--- src/rtl/seg_scan_ctrl_if.sv ---
// Frame-load channel of the seven-segment scan controller: one frame of
// hex nibbles, decimal points and digit enables offered with valid/ready.
interface seg_scan_ctrl_if;
    logic [23:0] data_in;
    logic [5:0]  dp_in;
    logic [5:0]  en_in;
    logic        load_valid;
    logic        load_ready;

    modport master (output data_in, dp_in, en_in, load_valid, input load_ready);
    modport slave  (input data_in, dp_in, en_in, load_valid, output load_ready);
endinterface

--- src/rtl/seg_scan_ctrl.sv ---
// Six-digit multiplexed seven-segment scan controller (common anode).
// A prescaler on sys_clk paces the digit slots; a double-buffered frame is
// loaded over the handshake and only swapped in at the 5->0 wrap, and every
// digit switch opens with a short all-blank guard window against ghosting.
module seg_scan_ctrl #(
    parameter int TICK_DIV = 50000,
    parameter int GUARD    = 2
) (
    input  logic           sys_clk,
    input  logic           sys_rst,
    seg_scan_ctrl_if.slave ld,
    output logic [5:0]     sel,
    output logic [7:0]     seg,
    output logic           frame_done
);
    localparam int PW = $clog2(TICK_DIV);
    localparam int GW = $clog2(GUARD + 1);

    logic [PW-1:0] pcnt;
    logic [2:0]    idx;
    logic [GW-1:0] gcnt;
    logic          pend_full;
    logic [23:0]   pend_data, shd_data;
    logic [5:0]    pend_dp, pend_en, shd_dp, shd_en;
    logic          tick, boundary, xfer;
    logic [3:0]    cur_nib;

    // Active-low gfedcba pattern for one hex nibble.
    function automatic logic [6:0] dec7(input logic [3:0] n);
        logic [6:0] s;
        case (n)
            4'h0: s = 7'b1000000;
            4'h1: s = 7'b1111001;
            4'h2: s = 7'b0100100;
            4'h3: s = 7'b0110000;
            4'h4: s = 7'b0011001;
            4'h5: s = 7'b0010010;
            4'h6: s = 7'b0000010;
            4'h7: s = 7'b1111000;
            4'h8: s = 7'b0000000;
            4'h9: s = 7'b0010000;
            4'hA: s = 7'b0001000;
            4'hB: s = 7'b0000011;
            4'hC: s = 7'b1000110;
            4'hD: s = 7'b0100001;
            4'hE: s = 7'b0000110;
            default: s = 7'b0001110;
        endcase
        return s;
    endfunction

    // Slot tick, frame boundary and handshake transfer strobes.
    always_comb begin
        tick     = (pcnt == PW'(TICK_DIV - 1));
        boundary = tick && (idx == 3'd5);
        xfer     = ld.load_valid && !pend_full;
        cur_nib  = shd_data[{idx, 2'b00} +: 4];
    end

    assign ld.load_ready = !pend_full;

    // Prescaler and digit index; idx wraps 5 -> 0 so 6/7 never occur.
    always_ff @(posedge sys_clk or negedge sys_rst) begin
        if (!sys_rst) begin
            pcnt <= '0;
            idx  <= 3'd0;
        end else if (tick) begin
            pcnt <= '0;
            idx  <= (idx == 3'd5) ? 3'd0 : idx + 3'd1;
        end else begin
            pcnt <= pcnt + PW'(1);
        end
    end

    // Guard counter: reloaded on every tick, then counts down to zero.
    always_ff @(posedge sys_clk or negedge sys_rst) begin
        if (!sys_rst)
            gcnt <= '0;
        else if (tick)
            gcnt <= GW'(GUARD);
        else if (gcnt != '0)
            gcnt <= gcnt - GW'(1);
    end

    // Pending/shadow double buffer; drain and accept can never coincide
    // because acceptance needs the pending slot empty.
    always_ff @(posedge sys_clk or negedge sys_rst) begin
        if (!sys_rst) begin
            pend_full <= 1'b0;
            pend_data <= '0;
            pend_dp   <= '0;
            pend_en   <= '0;
            shd_data  <= '0;
            shd_dp    <= '0;
            shd_en    <= '0;
        end else if (boundary && pend_full) begin
            shd_data  <= pend_data;
            shd_dp    <= pend_dp;
            shd_en    <= pend_en;
            pend_full <= 1'b0;
        end else if (xfer) begin
            pend_data <= ld.data_in;
            pend_dp   <= ld.dp_in;
            pend_en   <= ld.en_in;
            pend_full <= 1'b1;
        end
    end

    // Frame-wrap pulse, one cycle after the boundary tick.
    always_ff @(posedge sys_clk or negedge sys_rst) begin
        if (!sys_rst)
            frame_done <= 1'b0;
        else
            frame_done <= boundary;
    end

    // Registered segment decode of the currently scanned digit.
    always_ff @(posedge sys_clk or negedge sys_rst) begin
        if (!sys_rst)
            seg <= 8'hFF;
        else
            seg <= {~shd_dp[idx], dec7(cur_nib)};
    end

    // Digit select: blank during the guard window or for disabled digits.
    // Reset clears shd_en, so sel goes dark asynchronously with reset.
    always_comb begin
        sel = 6'b111111;
        if (gcnt == '0 && shd_en[idx])
            sel = ~(6'b000001 << idx);
    end
endmodule

--- src/flat_wrapper.sv ---
// flat-port wrapper written by rule: the top's interface ports become plain ports
module seg_scan_ctrl_flat 
#(
    parameter int TICK_DIV = 50000,
    parameter int GUARD    = 2
)
  (sys_clk, sys_rst, sel, seg, frame_done, ld_data_in, ld_dp_in, ld_en_in, ld_load_valid, ld_load_ready);
  seg_scan_ctrl_if ld_i ();
  input  logic sys_clk;
  input  logic sys_rst;
  output logic [5:0] sel;
  output logic [7:0] seg;
  output logic frame_done;
  input wire logic [$bits(ld_i.data_in)-1:0] ld_data_in;
  input wire logic [$bits(ld_i.dp_in)-1:0] ld_dp_in;
  input wire logic [$bits(ld_i.en_in)-1:0] ld_en_in;
  input wire logic [$bits(ld_i.load_valid)-1:0] ld_load_valid;
  output wire logic [$bits(ld_i.load_ready)-1:0] ld_load_ready;
  assign ld_i.data_in = ld_data_in;
  assign ld_i.dp_in = ld_dp_in;
  assign ld_i.en_in = ld_en_in;
  assign ld_i.load_valid = ld_load_valid;
  assign ld_load_ready = ld_i.load_ready;
  seg_scan_ctrl #(.TICK_DIV(TICK_DIV), .GUARD(GUARD)) u_core (.sys_clk(sys_clk), .sys_rst(sys_rst), .ld(ld_i), .sel(sel), .seg(seg), .frame_done(frame_done));
endmodule
--- config.mk ---
export PLATFORM = sky130hd
export DESIGN_NAME = seg_scan_ctrl_flat
export DESIGN_NICKNAME = d
export VERILOG_FILES = /design/src/rtl/seg_scan_ctrl_if.sv /design/src/rtl/seg_scan_ctrl.sv /design/src/flat_wrapper.sv
export SDC_FILE = /design/constraint.sdc
export NUM_CORES = 1
export LEC_CHECK = 0
export CAP_MARGIN = 20
export CELL_PAD_IN_SITES_DETAIL_PLACEMENT = 1
export CELL_PAD_IN_SITES_GLOBAL_PLACEMENT = 2
export CORE_UTILIZATION = 39
export CTS_CLUSTER_DIAMETER = 150
export DETAILED_ROUTE_END_ITERATION = 8
export HOLD_SLACK_MARGIN = 0.03
export PLACE_DENSITY = 0.81
export SYNTH_ARGS = -nofsm -noshare
export SYNTH_HDL_FRONTEND = slang
export SYNTH_SLANG_ARGS = --single-unit
--- constraint.sdc ---
create_clock -name sys_clk -period 2.4 [get_ports sys_clk]
set_input_delay 0.36 -clock sys_clk [delete_from_list [all_inputs] [get_ports sys_clk]]
set_output_delay 0.36 -clock sys_clk [all_outputs]
set_load 0.01 [all_outputs]
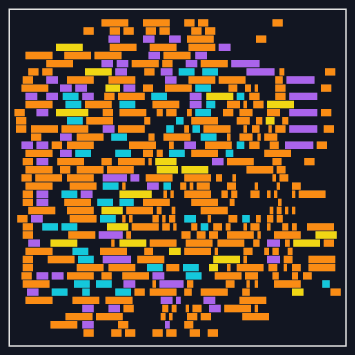
(run_1/drive_strength.png)
Scale: 3 px per um.
[purple] drive 2 | cells: 63 | share: 16%
[orange] drive 1 or less | cells: 279 | share: 69%
[yellow] drive 6 and up | cells: 21 | share: 5.2%
[cyan] drive 3 to 4 | cells: 43 | share: 11%

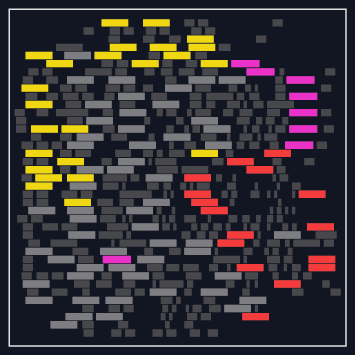
(run_1/registers.png)
Scale: 3 px per um.
[magenta] `u_core.seg` | flops: 8
[yellow] `u_core.pend_data` | flops: 24
[red] `u_core.pcnt` | flops: 16
not coloured: 55

==> impl_metrics.json, run 1 <==
{
  "status": "finished with violations",
  "violations": "design-rule violations",
  "required_ps": 2040,
  "layout_top_cell": "dfrtp_1",
  "path_max_fanout": 3,
  "finalWorstSetupSlack_ps": 111,
  "grt_max_degree": 47,
  "path_clk_slew_ps": 70,
  "worst_pin_slew_ps": 564,
  "area_leaders": "dfrtp_1 51%, mux2_2 11%, mux2_4 9.3%, dfstp_2 4.5%, mux2i_1 3.4%",
  "fp.dieH_um": 112,
  "placed_cell_area_um2": 5450,
  "total_power_mw": 3.65,
  "num_rows": 39,
  "cts_buffer_depth": 2,
  "grtUsageTotal_pct": 16.8,
  "worstPathArrival_ps": 1930,
  "diodes": 0,
  "fin_crit_ps": 2290,
  "most_common_cell": "dfrtp_1",
  "yosysWarnings": 0,
  "drc_errors": 4,
  "fin_nets": 449,
  "largest_area_cell": "dfrtp_1",
  "fmax_mhz": 437,
  "common_cells": "95 x dfrtp_1, 47 x mux2_2, 29 x mux2_4",
  "viasPerCell": 5.06,
  "ys_cells": 336,
  "grt_pass1_vias": 3138,
  "ff_type": "dfrtp_1",
  "syn_avg_cell_area_um2": 14.0,
  "critical_path.startpoint": "u_core.idx[0]",
  "drv_slew": 0,
  "warnings": 31,
  "setup_violations": 0,
  "fa_ha_area_share_pct": 2.40,
  "gr-total-overflow": 0,
  "end_kind": "output port",
  "postLayoutCoreUtil_pct": 50.1,
  "core_um2": 11600,
  "power.density_nw_per_um2": 630,
  "port_buffers": 54,
  "top_area_share_pct": 50.6,
  "routedWlPerCell_um": 17.1,
  "ys_sh_xor_pct": 2.98,
  "muxShareOfSynthArea_pct": 25.4,
  "htree_levels": 3,
  "gp_congestion": 0.752,
  "critical_path.startpoint_type": "register",
  "ys_ff": 103,
  "synth-async-reset-ratio_pct": 100,
  "clock_skew_ps": 7.66,
  "ant_nets": 0,
  "area_delta_synth_final_pct": 23.3,
  "r2r-start": "u_core.idx[0]",
  "finalInstanceArea_um2": 5790,
  "cts_tree": "yes",
  "syn_area_um2": 4700,
  "final_cells": 549,
  "max-vdd-ir-drop_uv": 520,
  "yosysUniqueCellTypes": 41,
  "edf_count": 0,
  "drt_pass1_iterations": 6,
  "leakage_nw": 2.60,
  "min_path_type": "reg -> reg",
  "final.setup.tns_ps": 0,
  "drt-initial-drc-count": 48,
  "dp_hpwl_mm": 6.80,
  "path_class": "reg -> out",
  "io_pins": 55,
  "die_x_um": 112,
  "finalHoldViolations": 0,
  "simple_gate_share_pct": 7.43,
  "synth_seq_share_pct": 55.1,
  "dp_cells": 532,
  "syn_inst": 336,
  "max-slew-margin-rel_pct": 62.1
}
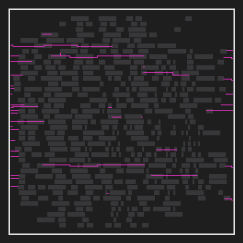
(run_1/met3.png)
Scale: 2 px per um. Cells faint in the background.
wire length on this layer: 361 um
share of all routed wire: 3.9%
main direction: horizontal
nets with wire on the layer: 31
longest straight run: 23.7 um
DRT Wirelength: 9.37 mm
DR vias: 2778
GR Util met3: 5.28%

## run 1: metal layers
layer / share of wire, % / track usage (%) / routed length [um] / vias to the layer above
met5: 0 / 0 / 0 / -
met1: 43 / 19.8 / 4050 / 1421
li1: - / - / - / 1304
met4: 1.5 / 4.68 / 138 / 0
met3: 3.9 / 5.28 / 361 / 10
met2: 51 / 29.3 / 4820 / 43
## run 1: registers in the layout (all words and copies together), names as in the netlist
signal             cells
u_core.pend_en         6
u_core.pend_full       1
u_core.pend_dp         6
u_core.pend_data      24
u_core.gcnt            2
u_core.frame_done      1
u_core.pcnt           16
u_core.seg             8
u_core.shd_dp          6
u_core.shd_en          6
u_core.idx             3
u_core.shd_data       24
## run 1: worst max-delay path: stages, from the launching register on
cell	delay [ps]
dfrtp_1	390
mux4_2	490
nor2b_1	140
o21a_1	200
nand3_1	80
dlygate4sd2_1	270
## run 1: repair_timing
action / CTS / global route
hold buffers: 1 / 0
setup buffers: 0 / 0
gates resized: 8 / 4
setup endpoints to repair: 4 / 9
hold endpoints to repair: 36 / 0
## run 1: path summary, 6_finish.rpt
path,end,cells after the start,slack [ps]
max,sel[5],5,110
min,u_core.pcnt[0],1,480
max reg2reg,u_core.seg[4],9,200
min reg2reg,u_core.pcnt[0],1,480
max in group asynchronous,u_core.seg[5],3,1210
min in group asynchronous,u_core.pend_en[5],2,530
## run 1: final cells by class
type	count	area [um^2]
sequential	103	2590
fill	1149	5770
clock inverter	6	97.6
inverter	11	41.3
tap	143	179
clock buffer	10	239
timing repair buffer	71	722
multi-input combinational	205	1930
## run 1: where the power goes
group	internal, mW	switching, mW	leakage [nW]
clock network	0.959	0.672	0.166
logic	0.111	0.0601	1.10
registers	1.81	0.0421	1.33
==> run 2: changes to the inputs <==
--- a/config.mk
+++ b/config.mk
@@ -9,7 +9,7 @@
 export CELL_PAD_IN_SITES_DETAIL_PLACEMENT = 1
 export CELL_PAD_IN_SITES_GLOBAL_PLACEMENT = 2
 export CORE_UTILIZATION = 39
-export CTS_CLUSTER_DIAMETER = 150
+export CTS_CLUSTER_DIAMETER = 200
 export DETAILED_ROUTE_END_ITERATION = 8
 export HOLD_SLACK_MARGIN = 0.03
 export PLACE_DENSITY = 0.81
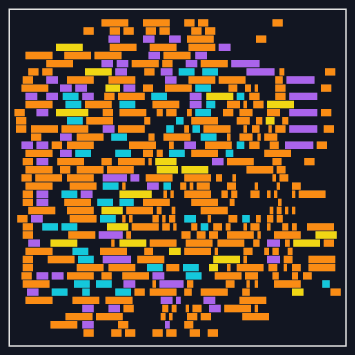
(run_2/drive_strength.png)
Scale: 3 px per um.
[purple] drive 2 | cells: 63 | share: 16%
[yellow] drive 6 and up | cells: 21 | share: 5.2%
[cyan] drive 3 to 4 | cells: 43 | share: 11%
[orange] drive 1 or less | cells: 279 | share: 69%

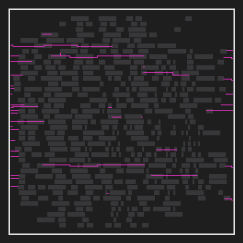
(run_2/met3.png)
Scale: 2 px per um. Cells faint in the background.
main direction: horizontal
nets with wire on the layer: 31
share of all routed wire: 3.9%

==> run 2 against run 1 <==
  * Fmax unchanged
  * Flip-flop count unchanged
  * Largest cell class unchanged
  * Critical endpoint unchanged
  * The flow still finishes with violations (design-rule violations)
  * Clock-buffer cell count unchanged
  * Area after synthesis unchanged
  * Utilization unchanged
==> impl_metrics.json, run 2 <==
{
  "met2_usage_pct": 29.3,
  "cpMaxStageDelayCell": "mux4_2",
  "layout_top_cell": "dfrtp_1",
  "required_ps": 2040,
  "largest_area_cell": "dfrtp_1",
  "total_power_mw": 3.65,
  "p_seq_mw": 1.85,
  "syn_inst": 336,
  "edf_count": 0,
  "p_sw_mw": 0.774,
  "worstPathArrival_ps": 1930,
  "violations": "design-rule violations",
  "grt_pass1_vias": 3138,
  "muxShareOfSynthArea_pct": 25.4,
  "grt_max_degree": 47,
  "globalRouteMet3Util_pct": 5.28,
  "status": "finished with violations",
  "routedWlPerCell_um": 17.1,
  "synth-async-reset-ratio_pct": 100,
  "switching_share_pct": 21.2,
  "top_regs": "u_core.pend_data (24), u_core.shd_data (24), u_core.pcnt (16)",
  "cp_num_buf_inv": 1,
  "top_area_share_pct": 50.6,
  "busiest_layer": "met2",
  "max-slew-margin-rel_pct": 62.1,
  "finalWorstSetupSlack_ps": 111,
  "fin_crit_ps": 2290,
  "ff_type": "dfrtp_1",
  "drc_errors": 4,
  "pwr-share-clk_pct": 44.7,
  "die_x_um": 112,
  "wl_met2_mm": 4.82,
  "area_leaders": "dfrtp_1 51%, mux2_2 11%, mux2_4 9.3%, dfstp_2 4.5%, mux2i_1 3.4%",
  "syn_avg_cell_area_um2": 14.0,
  "power.density_nw_per_um2": 630,
  "drt-initial-drc-count": 48,
  "critPathTopFamily": "multiplexers",
  "path_clk_slew_ps": 70,
  "min_path_type": "reg -> reg",
  "most_common_cell": "dfrtp_1",
  "area_delta_synth_final_pct": 23.3,
  "diodes": 0,
  "ant_nets": 0,
  "yosysUniqueCellTypes": 41,
  "dr_wl_met3_um": 361,
  "ys_cells": 336,
  "vias": 2778,
  "clock_skew_ps": 7.66,
  "met1_usage_pct": 19.8,
  "wirelength_met1_mm": 4.05,
  "drv_slew": 0,
  "top_power_group": "sequential cells",
  "synth_seq_share_pct": 55.1,
  "yosysWarnings": 0,
  "p_comb_mw": 0.171,
  "cts_setup_buffers": 0,
  "max-vdd-ir-drop_uv": 520,
  "io_pins": 55
}
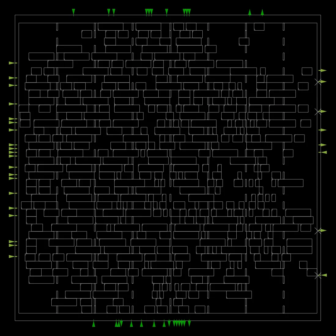
(run_2/final_placement.png)
FP Rows: 39
fillers: 1149
Non-Filler Instances: 549
Core Region: 11600 um^2
Seq Cell Count: 103

[run 2: cell counts in the layout (fill, tap and decap cells not counted)]
No cell type changed its count.
[run 2: path summary, 6_finish.rpt]
path / startpoint / endpoint / slack (ps) / depth (start not counted)
max: u_core.idx[0] / sel[5] / 110 / 5
min: u_core.pcnt[0] / u_core.pcnt[0] / 480 / 1
max reg2reg: u_core.idx[0] / u_core.seg[4] / 200 / 9
min reg2reg: u_core.pcnt[0] / u_core.pcnt[0] / 480 / 1
max in group asynchronous: sys_rst / u_core.seg[5] / 1210 / 3
min in group asynchronous: sys_rst / u_core.pend_en[5] / 530 / 2
[run 2: metrics by stage]
stage,cell area [um^2],cells,hold slack (ps)
finish,5790,549,485
global placement,5450,532,366
detailed placement,5450,532,375
floorplan,4700,336,64.4
global route,5790,549,524
CTS,5800,549,488
[run 2: cells by family after synthesis]
kind of cell    Yosys count
fa+ha+maj                 9
xor+xnor                 16
compound gates           19
simple gates             66
mux                      95
flops                   103
buf+inv                  28
[run 2: layout make-up]
| cell class | count | area, um^2 | share of cell area (%) |
|---|---|---|---|
| Timing Repair Buffer | 71 | 722 | 12.5 |
| Clock buffer | 10 | 239 | 4.13 |
| Multi-Input combinational cell | 205 | 1930 | 33.2 |
| Tap cell | 143 | 179 | 3.09 |
| Clock inverter | 6 | 97.6 | 1.69 |
| Inverter | 11 | 41.3 | 0.713 |
| Sequential cell | 103 | 2590 | 44.7 |
[run 2: what timing repair did]
| action | 4_1_cts | 5_1_grt |
|---|---|---|
| endpoints found under the hold margin | 36 | 0 |
| resized | 8 | 4 |
| endpoints found under the setup margin | 4 | 9 |
| hold buffers | 1 | 0 |
Power is estimated from default activity; no workload was simulated.
